## src/rtl/idct_it_row.sv

```systemverilog
// Iterative 8-point 1-D inverse DCT, one row at a time.
// A row of 8 coefficients is captured on the input handshake. Each output
// sample x[n] is built from 8 products T[n][k]*X[k] through one shared
// multiply-accumulator, then rounded, saturated and held until accepted.
module idct_it_row #(
  parameter int W_I   = 12,
  parameter int W_O   = 9,
  parameter int FRAC  = 12,
  parameter int W_ACC = 28
) (
  input  logic               clk,
  input  logic               rst,
  input  logic [8*W_I-1:0]   s_data,
  input  logic               s_valid,
  output logic               s_ready,
  output logic [W_O-1:0]     m_data,
  output logic               m_valid,
  input  logic               m_ready,
  output logic               m_last
);

  localparam int W_C = FRAC + 2;
  localparam int W_P = W_I + W_C;

  localparam logic signed [W_ACC-1:0] HALF = W_ACC'(2 ** (FRAC - 1));
  localparam logic signed [W_ACC-1:0] MAXV = W_ACC'(2 ** (W_O - 1) - 1);
  localparam logic signed [W_ACC-1:0] MINV = W_ACC'(-(2 ** (W_O - 1)));

  typedef enum logic [1:0] {
    IDLE,
    MAC,
    OUT
  } state_t;

  state_t state, state_nxt;

  logic signed [W_I-1:0]   row [8];
  logic [2:0]              n;
  logic [2:0]              k;
  logic signed [W_ACC-1:0] acc;

  logic signed [W_C-1:0]   coef;
  logic signed [W_P-1:0]   prod;
  logic signed [W_ACC-1:0] sum;
  logic signed [W_ACC-1:0] rnd;
  logic signed [W_ACC-1:0] shifted;
  logic signed [W_O-1:0]   sat_res;

  // Cosine basis T[n][k] = round(2^12 * 0.5 * c(k) * cos((2n+1)k*pi/16)),
  // indexed by {n,k}. Values are for FRAC=12.
  function automatic int rom_val(input logic [5:0] idx);
    case (idx)
      6'o00: rom_val = 1448;  6'o01: rom_val = 2009;
      6'o02: rom_val = 1892;  6'o03: rom_val = 1703;
      6'o04: rom_val = 1448;  6'o05: rom_val = 1138;
      6'o06: rom_val = 784;   6'o07: rom_val = 400;
      6'o10: rom_val = 1448;  6'o11: rom_val = 1703;
      6'o12: rom_val = 784;   6'o13: rom_val = -400;
      6'o14: rom_val = -1448; 6'o15: rom_val = -2009;
      6'o16: rom_val = -1892; 6'o17: rom_val = -1138;
      6'o20: rom_val = 1448;  6'o21: rom_val = 1138;
      6'o22: rom_val = -784;  6'o23: rom_val = -2009;
      6'o24: rom_val = -1448; 6'o25: rom_val = 400;
      6'o26: rom_val = 1892;  6'o27: rom_val = 1703;
      6'o30: rom_val = 1448;  6'o31: rom_val = 400;
      6'o32: rom_val = -1892; 6'o33: rom_val = -1138;
      6'o34: rom_val = 1448;  6'o35: rom_val = 1703;
      6'o36: rom_val = -784;  6'o37: rom_val = -2009;
      6'o40: rom_val = 1448;  6'o41: rom_val = -400;
      6'o42: rom_val = -1892; 6'o43: rom_val = 1138;
      6'o44: rom_val = 1448;  6'o45: rom_val = -1703;
      6'o46: rom_val = -784;  6'o47: rom_val = 2009;
      6'o50: rom_val = 1448;  6'o51: rom_val = -1138;
      6'o52: rom_val = -784;  6'o53: rom_val = 2009;
      6'o54: rom_val = -1448; 6'o55: rom_val = -400;
      6'o56: rom_val = 1892;  6'o57: rom_val = -1703;
      6'o60: rom_val = 1448;  6'o61: rom_val = -1703;
      6'o62: rom_val = 784;   6'o63: rom_val = 400;
      6'o64: rom_val = -1448; 6'o65: rom_val = 2009;
      6'o66: rom_val = -1892; 6'o67: rom_val = 1138;
      6'o70: rom_val = 1448;  6'o71: rom_val = -2009;
      6'o72: rom_val = 1892;  6'o73: rom_val = -1703;
      6'o74: rom_val = 1448;  6'o75: rom_val = -1138;
      6'o76: rom_val = 784;   6'o77: rom_val = -400;
      default: rom_val = 0;
    endcase
  endfunction

  // Multiply-accumulate datapath and result rounding/saturation.
  always_comb begin
    coef    = W_C'(rom_val({n, k}));
    prod    = W_P'(row[k]) * W_P'(coef);
    sum     = acc + W_ACC'(prod);
    rnd     = sum + HALF;
    shifted = rnd >>> FRAC;
    if (shifted > MAXV) begin
      sat_res = MAXV[W_O-1:0];
    end else if (shifted < MINV) begin
      sat_res = MINV[W_O-1:0];
    end else begin
      sat_res = shifted[W_O-1:0];
    end
  end

  // Next-state selection.
  always_comb begin
    state_nxt = state;
    case (state)
      IDLE: if (s_valid) state_nxt = MAC;
      MAC:  if (k == 3'd7) state_nxt = OUT;
      OUT:  if (m_ready) state_nxt = (n == 3'd7) ? IDLE : MAC;
      default: state_nxt = IDLE;
    endcase
  end

  // State register.
  always_ff @(posedge clk) begin
    if (rst) begin
      state <= IDLE;
    end else begin
      state <= state_nxt;
    end
  end

  // Row capture, index counters, accumulator and output sample register.
  always_ff @(posedge clk) begin
    if (rst) begin
      n      <= '0;
      k      <= '0;
      acc    <= '0;
      m_data <= '0;
      for (int unsigned i = 0; i < 8; i++) begin
        row[i] <= '0;
      end
    end else begin
      case (state)
        IDLE: begin
          if (s_valid) begin
            for (int unsigned i = 0; i < 8; i++) begin
              row[i] <= s_data[i*W_I +: W_I];
            end
            n   <= '0;
            k   <= '0;
            acc <= '0;
          end
        end
        MAC: begin
          acc <= sum;
          k   <= k + 3'd1;
          if (k == 3'd7) begin
            m_data <= sat_res;
          end
        end
        OUT: begin
          if (m_ready && (n != 3'd7)) begin
            n   <= n + 3'd1;
            k   <= '0;
            acc <= '0;
          end
        end
        default: ;
      endcase
    end
  end

  assign s_ready = (state == IDLE) && !rst;
  assign m_valid = (state == OUT);
  assign m_last  = (state == OUT) && (n == 3'd7);

endmodule

```

## config.mk

```make
export PLATFORM = sky130hd
export DESIGN_NAME = idct_it_row
export DESIGN_NICKNAME = d
export VERILOG_FILES = /design/src/rtl/idct_it_row.sv
export SDC_FILE = /design/constraint.sdc
export NUM_CORES = 1
export LEC_CHECK = 0
export CAP_MARGIN = 20
export CORE_ASPECT_RATIO = 0.9
export CORE_UTILIZATION = 55
export CTS_CLUSTER_SIZE = 25
export DETAILED_ROUTE_END_ITERATION = 7
export MAX_ROUTING_LAYER = met4
export PLACE_DENSITY = 0.81
export SETUP_SLACK_MARGIN = 0.4
export SLEW_MARGIN = 30
export SYNTH_ARGS = -nofsm -noshare
export SYNTH_HDL_FRONTEND = slang
export SYNTH_SLANG_ARGS = --single-unit
```

## constraint.sdc

```tcl
create_clock -name clk -period 9.25 [get_ports clk]
set_input_delay 1.3875 -clock clk [delete_from_list [all_inputs] [get_ports clk]]
set_output_delay 1.3875 -clock clk [all_outputs]
set_load 0.01 [all_outputs]
```

==> run summary <==
The flow completed. The flow ran to the end, and the final reports show no timing, DRC or antenna violations. Synthesized instance count landed at approximately 1,500. The detailed router finished its first iteration with 1,125 violations. In the synthesized netlist, mux cells make up under 10% of the area. Counting both buffers and inverters, the worst setup path holds a total of 8. Per the detail_route report, the via count comes to 11,690.

Number of cells in the design after placement landed at between 1,500 and 2,000. Data arrives at the worst endpoint at roughly 9000 ps. After synthesis, the largest family of logic cells by area is adder cells.

Overall global routing resource usage landed at between 20% and 30%. Count of maximum capacitance violations landed at 0. The number of antenna violations at the first check in global routing came to 0. After detailed routing, the total wire length is around 38,000 microns.

Routing resource usage on met3 recorded by global route was between 5 and 6%. The smallest clock period supported by the final layout is computed as about 8600 ps. Post-synth tally of flip-flops with integrated enable landed at about 96. In the placement report, post-DP HPWL is listed as ~29,000 microns. Across all checked pins, the minimum headroom to the slew limit is between 30% and 40%. Parity-gate share of the synthesized area counting xor and xnor cells landed at under 10%.

Per Yosys stat, the portion of area used by sequential elements is 25.54%. Highest cell delay on the worst timing path landed at between 500 and 600 ps. Cell area after placement landed at 0.01670 sq mm. Area share of the largest cell type after synthesis landed at 23.81%. Adder and majority cell fraction of the synthesized area landed at around a third. The most critical hold endpoint after final layout shows a slack of 510.0 ps. In this run the critical register-to-register path is launched from k[2]. The global routing stage identified its most utilized layer as met2. Ranking logic cells in the layout by count gives the top entries inv_1 (208), fa_1 (176), nor2_1 (136). The chip occupies approximately 0.028 sq mm.

Summing internal, switching and leakage power gives 6.421 mW. Post-synthesis register bit count landed at 144. Last weighted congestion value of the routability-driven placer landed at 0.9443.

Total number of nets in the final design landed at ~2,000. Post-route period utilization is reported as a little over 90%. The worst setup path is captured at a flip-flop.

Synthesis area per yosys landed at between 0.015 and 0.02 sq mm. Final tally of max-slew violations landed at 0. The clock H-tree reported by CTS has 4 levels. Signal nets in the final route climb as high as met4. Remaining antenna violation count landed at 0. Cells fill between 60% and 70% of the core in the end. In the synthesized netlist the dominant register cell turns out to be edfxtp_1. The end-of-flow timing check tallies setup violations at 0. The cell that appears most often on the critical path is fa_1. Maximum frequency from static timing analysis landed at ~120 MHz. Per STA, the startpoint of the critical path is k[2]. Die height landed at approximately 160 microns. Power attributed to combinational cells landed at ~5 mW. Area fraction in and, or, nand and nor cells landed at about 16%. In the final layout, the fill cell count is between 2,000 and 2,500. The worst setup path is launched from a flip-flop. Leakage power summed over all cells landed at 7.565 nW. Before any placement, the netlist area is recorded as around 0.015 sq mm.

Met1 track demand over resource in global routing landed at between 30% and 40%. Leaving out buffers and inverters, the combinational logic in the layout accounts for between 0.01 and 0.015 sq mm. I/O pin count landed at between 100 and 150. Number of buffers between clock root and the deepest sink landed at 2.

Count of input and output buffers landed at roughly 110. After detailed routing, the wire length on met1 is roughly 16,000 microns. In the synthesized netlist the async set-or-reset flop fraction comes to 0%.

The critical path maximum fanout is 8. In the floorplan report the effective utilization is 55.82%. inv_1 is the most common cell in the netlist. The flow reported a cell area power density of about 360 mW/mm^2. TritonRoute reported its final design rule violation total as 0.

Wire length of the first global-routing pass landed at 61,510 microns. The critical path's slowest stage uses the library cell mux4_2. Relative area change from synthesis to final layout landed at 17.91%. Non-filler instance count after layout landed at 2,003. Total negative setup slack landed at 0 ps. Timing analysis after detailed placement gives a worst setup slack of -105.6 ps. Switching share of power landed at between 50 and 60%. Clock-pin slew of the registers on the worst-case setup and hold paths landed at 70 ps. Ranked by power, first place goes to combinational cells.
worst paths after layout:
check                           cells after the start   endpoint  slack (ps)
worst min register to register                      2    acc[18]         510
worst min-delay path                                2    acc[18]         510
worst max register to register                     30  m_data[5]         690
worst max-delay path                               30  m_data[5]         690
area by class of cell:
class	instances	area share [%]
repair buffers	190	9.823
flip-flops and latches	144	21.68
inverters	210	4.464
well taps	354	2.496
diodes	1	0.01410
clock buffers	17	2.398
clock inverters	15	0.9449
multi-input cells	1072	58.18
what timing repair did:
item | in CTS | in global routing
setup buffers | 3 | 23
resized | 11 | 46
endpoints found under the setup margin | 9 | 9
pin swaps | 0 | 10
registers in the layout, summed over array words and instances (netlist names), named ones only:
name	count
acc	28
k	3
m_data	9
n	3
row	96
state	2
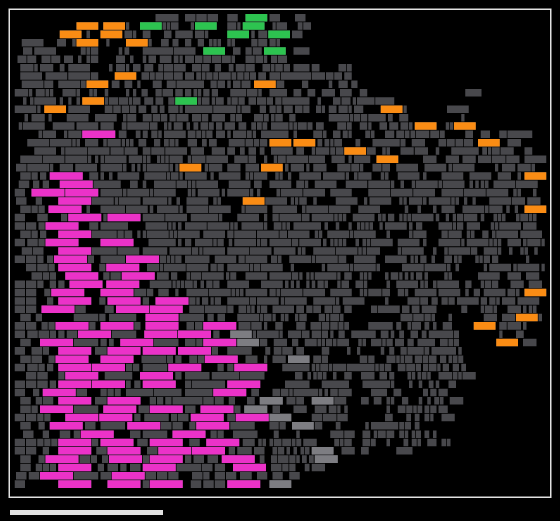
Fig. 1. Sequential cells colored by netlist name.
Scale bar: 50 microns.
color	netlist name	placed flops
magenta	`row`	96
green	`m_data`	9
orange	`acc`	28
sequential group power: 0.772 mW
Sequential cell area: 0.003847 sq mm
sequential portion of the cell area: 21.68%

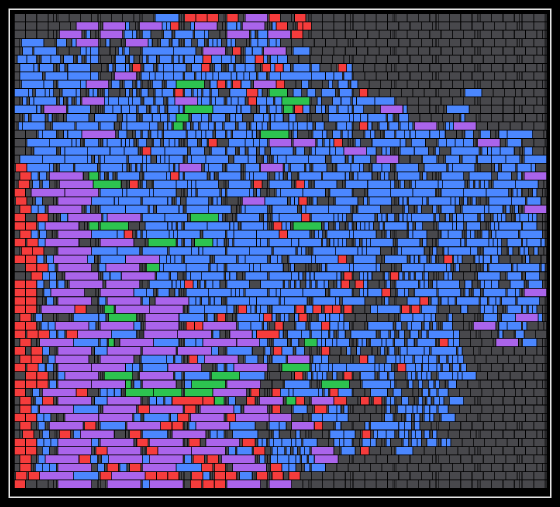
Fig. 2. Cell classes on the final placement.
Fill, decap, tap and diode cells in gray.
color	class	cells
red	other buffers and delay cells	190
purple	flip-flops	144
blue	all other logic	1,282
green	clock drivers and dummy loads	32
Placeable Area: 0.02696 sq mm
Layout Cell Area excl Fill: 0.01774 sq mm
# rows: 57

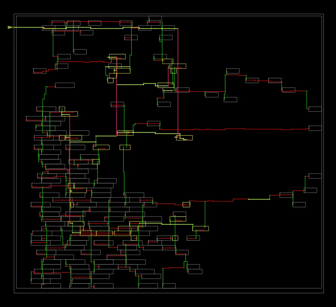
Fig. 3. The clock network.
clock insertion delay at the later pin of the skew report: 440 ps
count of clock-net buffers in the final layout: 17
Inserted Clock Buffers: 17
power drawn by the clock network: 0.716 mW
clock tree sinks: 144

Power is estimated from default activity; no workload was simulated.
